File: src/rtl/seven_seg_scan.sv
// seven_seg_scan: time-multiplexed scanner for a common-anode seven-segment display.
// Optional macro LEADING_ZERO_BLANK_EN blanks leading zero digits (digit 0 always lit).
//
// Ports:
//   clk, rst_n  clock (rising) / async active-low reset
//   en          1 = scanning, 0 = display dark
//   load        1-cycle strobe capturing value into the pending register
//   value       packed nibbles, digit k = value[4k+3:4k], digit 0 rightmost
//   hex         nibble for the segment decoder (registered)
//   an          active-low one-hot anode enables (registered)
//   digit_idx   index of lit digit (registered, upper bits 0)
//   frame_tick  1-cycle pulse at each frame start
module seven_seg_scan #(
  parameter int NUM_DIGITS  = 4,
  parameter int REFRESH_DIV = 100000,
  parameter int CNT_W       = 17
) (
  input  logic                    clk,
  input  logic                    rst_n,
  input  logic                    en,
  input  logic                    load,
  input  logic [4*NUM_DIGITS-1:0] value,
  output logic [3:0]              hex,
  output logic [NUM_DIGITS-1:0]   an,
  output logic [2:0]              digit_idx,
  output logic                    frame_tick
);

  localparam int IW = (NUM_DIGITS > 2) ? $clog2(NUM_DIGITS) : 1;
  localparam int VW = 4 * NUM_DIGITS;
  localparam logic [IW-1:0] LAST = IW'(NUM_DIGITS - 1);
  localparam logic [CNT_W-1:0] CNT_MAX = CNT_W'(REFRESH_DIV - 1);

  logic [CNT_W-1:0]      cnt;
  logic [IW-1:0]         idx;
  logic [VW-1:0]         pending;
  logic [VW-1:0]         shown;
  logic                  active;

  logic [VW-1:0]         pend_nx;
  logic [VW-1:0]         shown_nx;
  logic [IW-1:0]         idx_nx;
  logic                  start;
  logic                  step;
  logic                  wrap;
  logic                  upd;
  logic                  blank;
  logic [3:0]            hex_nx;
  logic [NUM_DIGITS-1:0] an_nx;

  always_comb begin
    pend_nx  = load ? value : pending;
    // first enabled edge after dark/reset behaves as a frame start
    start    = ~active;
    step     = active && (cnt == CNT_MAX);
    wrap     = step && (idx == LAST);
    upd      = en && (start || step);
    idx_nx   = (start || wrap) ? '0 : idx + 1'b1;
    // shown only changes at frame starts, so a frame is never torn
    shown_nx = (start || wrap) ? pend_nx : shown;
    hex_nx   = shown_nx[{idx_nx, 2'b00} +: 4];
`ifdef LEADING_ZERO_BLANK_EN
    blank    = (idx_nx != '0) && ((shown_nx >> {idx_nx, 2'b00}) == '0);
`else
    blank    = 1'b0;
`endif
    an_nx    = blank ? '1 : ~(NUM_DIGITS'(1) << idx_nx);
  end

  always_ff @(posedge clk or negedge rst_n) begin
    if (!rst_n) begin
      cnt        <= '0;
      idx        <= '0;
      pending    <= '0;
      shown      <= '0;
      active     <= 1'b0;
      hex        <= '0;
      an         <= '1;
      digit_idx  <= '0;
      frame_tick <= 1'b0;
    end else begin
      pending <= pend_nx;
      if (!en) begin
        cnt        <= '0;
        idx        <= '0;
        active     <= 1'b0;
        an         <= '1;
        digit_idx  <= '0;
        frame_tick <= 1'b0;
      end else begin
        active     <= 1'b1;
        frame_tick <= start || wrap;
        if (upd) begin
          cnt       <= '0;
          idx       <= idx_nx;
          shown     <= shown_nx;
          hex       <= hex_nx;
          an        <= an_nx;
          digit_idx <= 3'(idx_nx);
        end else begin
          cnt <= cnt + 1'b1;
        end
      end
    end
  end

endmodule

File: config.mk
export PLATFORM = sky130hd
export DESIGN_NAME = seven_seg_scan
export DESIGN_NICKNAME = d
export VERILOG_FILES = /design/src/rtl/seven_seg_scan.sv
export SDC_FILE = /design/constraint.sdc
export NUM_CORES = 1
export LEC_CHECK = 0
export CAP_MARGIN = 0
export CELL_PAD_IN_SITES_DETAIL_PLACEMENT = 1
export CELL_PAD_IN_SITES_GLOBAL_PLACEMENT = 2
export CORE_MARGIN = 8
export CORE_UTILIZATION = 30
export CTS_CLUSTER_DIAMETER = 80
export DETAILED_ROUTE_END_ITERATION = 8
export GPL_TIMING_DRIVEN = 0
export MAX_ROUTING_LAYER = met4
export PLACE_DENSITY = 0.7
export REMOVE_ABC_BUFFERS = 1
export SLEW_MARGIN = 20
export SYNTH_ARGS = -nofsm -noshare
export SYNTH_HDL_FRONTEND = slang
export SYNTH_SLANG_ARGS = --single-unit
File: constraint.sdc
create_clock -name clk -period 7.41 [get_ports clk]
set_clock_uncertainty 0.2 [all_clocks]
set_input_delay 1.482 -clock clk [delete_from_list [all_inputs] [get_ports clk]]
set_output_delay 1.482 -clock clk [all_outputs]
set_load 0.01 [all_outputs]
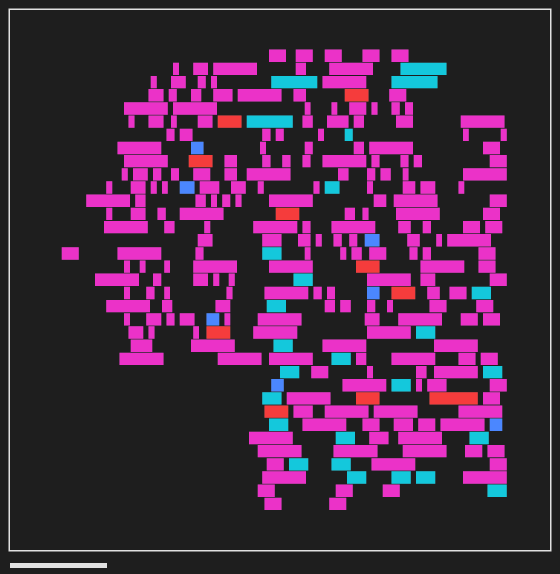
*Cells by drive strength, run 1*
The bar under the picture is 20 um long.
| color | size | cells | most used |
|---|---|---|---|
| magenta | drive 1 or less | 229 | dfrtp_1 |
| red | drive 6 and up | 10 | clkbuf_8 |
| blue | drive 3 to 4 | 7 | clkinvlp_4 |
| cyan | drive 2 | 26 | mux2_2 |
Area Growth Syn to Fin: 20.7%
worst setup margin: 3.76 ns
Non-clock buffers: 31
Final Instance Area: 3300 sq um

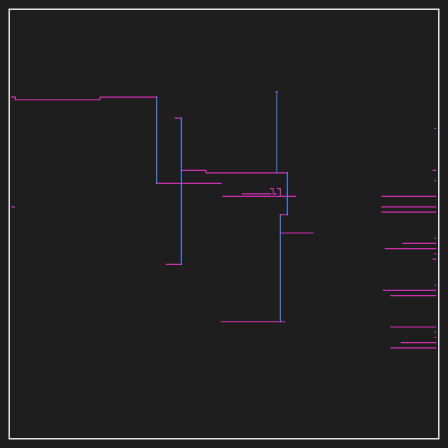
*Signal wires by layer, run 1*
Two of the layers only.
| color | layer | wire length |
|---|---|---|
| blue | met4 | 120 um |
| magenta | met3 | 274 um |
Total Wirelength: 5910 um
Routed WL per cell: 15.4 um
gr usage total: 10.6%
Vias: 1867

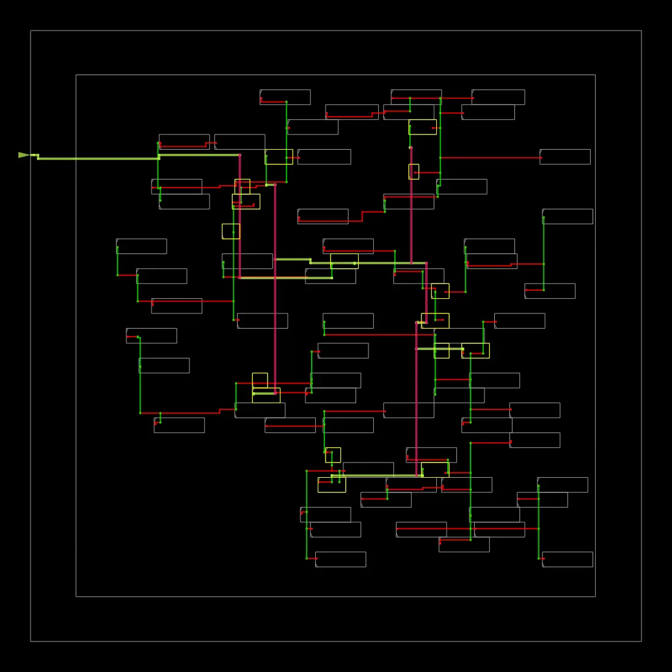
*Clock wiring as the flow saved it, run 1*
clk ins delay skew pair: 0.34 ns
P_clk: 0.264 mW
flop count: 61

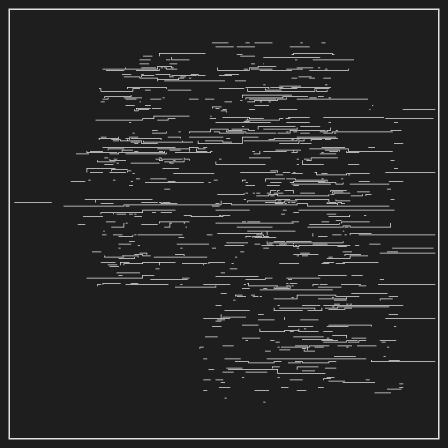
*Met1 routing, run 1*
longest straight run: 25.8 um
wire length on this layer: 2800 um
share of all routed wire: 47%
M1 GR Usage: 13.1%

==> impl_metrics.py, run 1 <==
# Generated from Yosys and OpenROAD reports
metrics = {
    "outcome": {
        "outcome": "finished, final reports clean",
    },
    "die": {
        "tap_cells": 111,
        "num_rows": 35,
        "core_sq_um": 9020,
        "die_area_sq_um": 12400,
    },
    "yosys": {
        "ys_seq_share_pct": 56.0,
        "flop_cell": "dfrtp_1",
        "simple_gate_area_share_pct": 13.0,
        "ys_cells": 237,
        "async_flop_share_pct": 100,
        "synth_adder_area_share_pct": 0.916,
        "synth.distinct_cells": 42,
        "ys.flops": 61,
        "avgSynthCellArea_sq_um": 11.5,
        "synth_cells": 237,
        "xor_area_share_pct": 4.81,
    },
    "sta": {
        "setup_viol": 0,
        "setup_tns_ns": 0,
    },
    "flow_run": {
        "tool_warnings": 25,
        "maxCapViolations": 0,
    },
    "clock_network": {
        "cts_root_buf": "clkbuf_8",
        "htree_levels": 3,
        "cts_resized": 0,
    },
    "power_and_ir_drop": {
        "worst_ir_drop_vdd_uv": 61.3,
        "p_int_mw": 0.528,
        "fin_total_pwr_mw": 0.722,
        "pwr-share-seq_pct": 52.2,
    },
    "global_routing": {
        "met2_usage_pct": 15.6,
        "grt_busiest_layer": "met2",
        "antenna_found_initial": 0,
        "grt_pass1_vias": 2013,
    },
    "placed_design": {
        "placed_area_sq_um": 3120,
        "gp_congestion": 0.715,
        "place_ws_ns": 3.57,
    },
    "critical_path": {
        "critPathMaxFanout": 17,
        "critPathKind": "reg2reg",
        "crit_end": "shown[5]$_DFFE_PN0P_",
        "crit_chain": "ha_1 -> nand4_1 -> or4_1 -> o21ai_2 -> and2_1 -> mux2_2",
        "cp_slowest_cell": "or4_1",
        "cpPeakStageDelay_ns": 0.80,
        "cp-start-kind": "flop",
        "cp-startpoint": "cnt[0]$_DFF_PN0_",
    },
    "layout": {
        "fillers": 999,
        "antenna_cells": 0,
        "most-common-layout-cells": "dfrtp_1, clkdlybuf4s50_1, nor2_1",
    },
    "min_path": {
        "worstHoldPathCells": 1,
        "min_from": "shown[11]$_DFFE_PN0P_",
    },
    "detailed_routing": {
        "drtIter0Drc": 22,
        "detail_route.vias_per_cell": 4.87,
        "wl_met3_um": 273,
    },
}
### Signal wires on met2, run 1

Cells faint in the background.
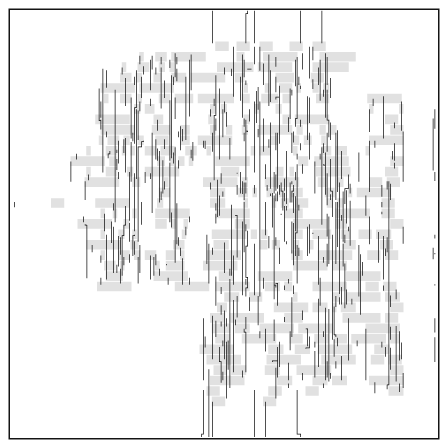

==> run 2: changes to the inputs <==
==> constraint.sdc (replaced) <==
create_clock -name clk -period 3.6 [get_ports clk]
set_clock_uncertainty 0.2 [all_clocks]
set_input_delay 0.72 -clock clk [delete_from_list [all_inputs] [get_ports clk]]
set_output_delay 0.72 -clock clk [all_outputs]
set_load 0.01 [all_outputs]
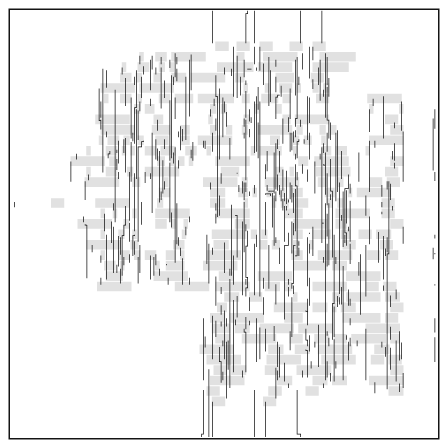
*Signal wires on met2, run 2*
Cells faint in the background.
share of all routed wire: 47%
longest straight run: 50.7 um
main direction: vertical
Total Wirelength: 5910 um
met2 usage: 15.6%
Vias: 1877

==> run 2 against run 1 <==
  * Global-route usage stayed put
  * Critical path depth stayed put
  * Synthesized cell count stayed put
  * Worst setup slack worse by 3.4 ns
  * Via count is 0.54% higher
  * Total power is 110% higher
  * Count of clock-buffer cells in the layout stayed put
  * Cell count stayed put
  * Fmax is 11% higher
  * Critical path type unchanged
  * Highest routed layer unchanged
==> impl_metrics.py, run 2 <==
# Generated from Yosys and OpenROAD reports
metrics = {
    "clock_network": {
        "cts_resized": 1,
        "cts_root_buf": "clkbuf_8",
        "clk_latency_ns": 0.34,
        "htree_levels": 3,
    },
    "global_routing": {
        "globalRouteOverflowTotal": 0,
        "use_met1_pct": 13.1,
        "grt_pass1_vias": 2013,
        "grt_usage_pct": 10.6,
        "grt_busiest_layer": "met2",
        "antenna_found_initial": 0,
    },
    "critical_path": {
        "cp-startpoint": "cnt[0]$_DFF_PN0_",
        "crit_end": "shown[5]$_DFFE_PN0P_",
        "cp_slowest_cell": "or4_1",
        "cpPeakStageDelay_ns": 0.82,
        "endpoint_kind": "flop",
        "critPathKind": "reg2reg",
        "cp-start-kind": "flop",
        "critPathMaxFanout": 17,
    },
    "placed_design": {
        "place_ws_ns": -0.113,
        "dp.cells": 367,
        "gp_congestion": 0.715,
        "placed_area_sq_um": 3120,
    },
    "power_and_ir_drop": {
        "fin_total_pwr_mw": 1.49,
        "p_int_mw": 1.09,
        "worst_ir_drop_vdd_uv": 125,
        "power_sequential_mw": 0.776,
        "pg_clk_mw": 0.544,
    },
    "die": {
        "die_area_sq_um": 12400,
        "num_rows": 35,
        "core_sq_um": 9020,
        "fp-utilization_pct": 30.3,
    },
    "yosys": {
        "avgSynthCellArea_sq_um": 11.5,
        "area_leaders": "dfrtp_1, mux2_2, mux2i_1",
        "ys_seq_share_pct": 56.0,
        "ys.flops": 61,
        "ys_cells": 237,
        "aoi_share_pct": 6.78,
        "synth_cells": 237,
        "async_flop_share_pct": 100,
        "simple_gate_area_share_pct": 13.0,
        "synth_adder_area_share_pct": 0.916,
        "xor_area_share_pct": 4.81,
        "synth.distinct_cells": 42,
    },
    "min_path": {
        "hp-class": "in2async",
    },
    "layout": {
        "most-common-layout-cells": "dfrtp_1, clkdlybuf4s50_1, nor2_1",
        "antenna_cells": 0,
        "seqCellArea_sq_um": 1530,
        "ff_count": 61,
        "area_growth_pct": 21.0,
        "fillers": 1001,
        "fin_area_sq_um": 3310,
    },
    "sta": {
        "fin_ws_ns": 0.321,
        "setup_viol": 0,
        "setup_tns_ns": 0,
    },
    "detailed_routing": {
        "drtIter0Drc": 23,
        "highest_layer": "met4",
        "wl_met3_um": 240,
        "detail_route.vias_per_cell": 4.90,
    },
    "outcome": {
        "outcome": "finished, final reports clean",
    },
    "flow_run": {
        "maxCapViolations": 0,
        "tool_warnings": 25,
    },
}
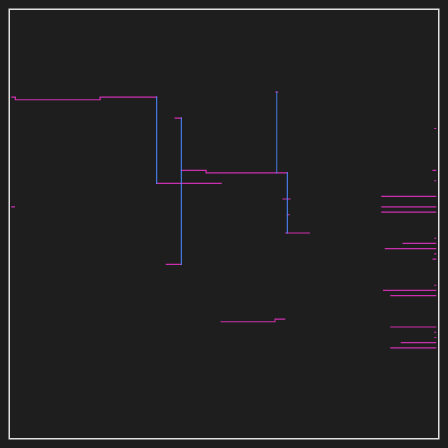
*Signal wires by layer, run 2*
Two of the layers only.
| color | layer | wire length |
|---|---|---|
| magenta | met3 | 240 um |
| blue | met4 | 97.2 um |
Routed WL per cell: 15.4 um

Power is estimated from default activity; no workload was simulated.
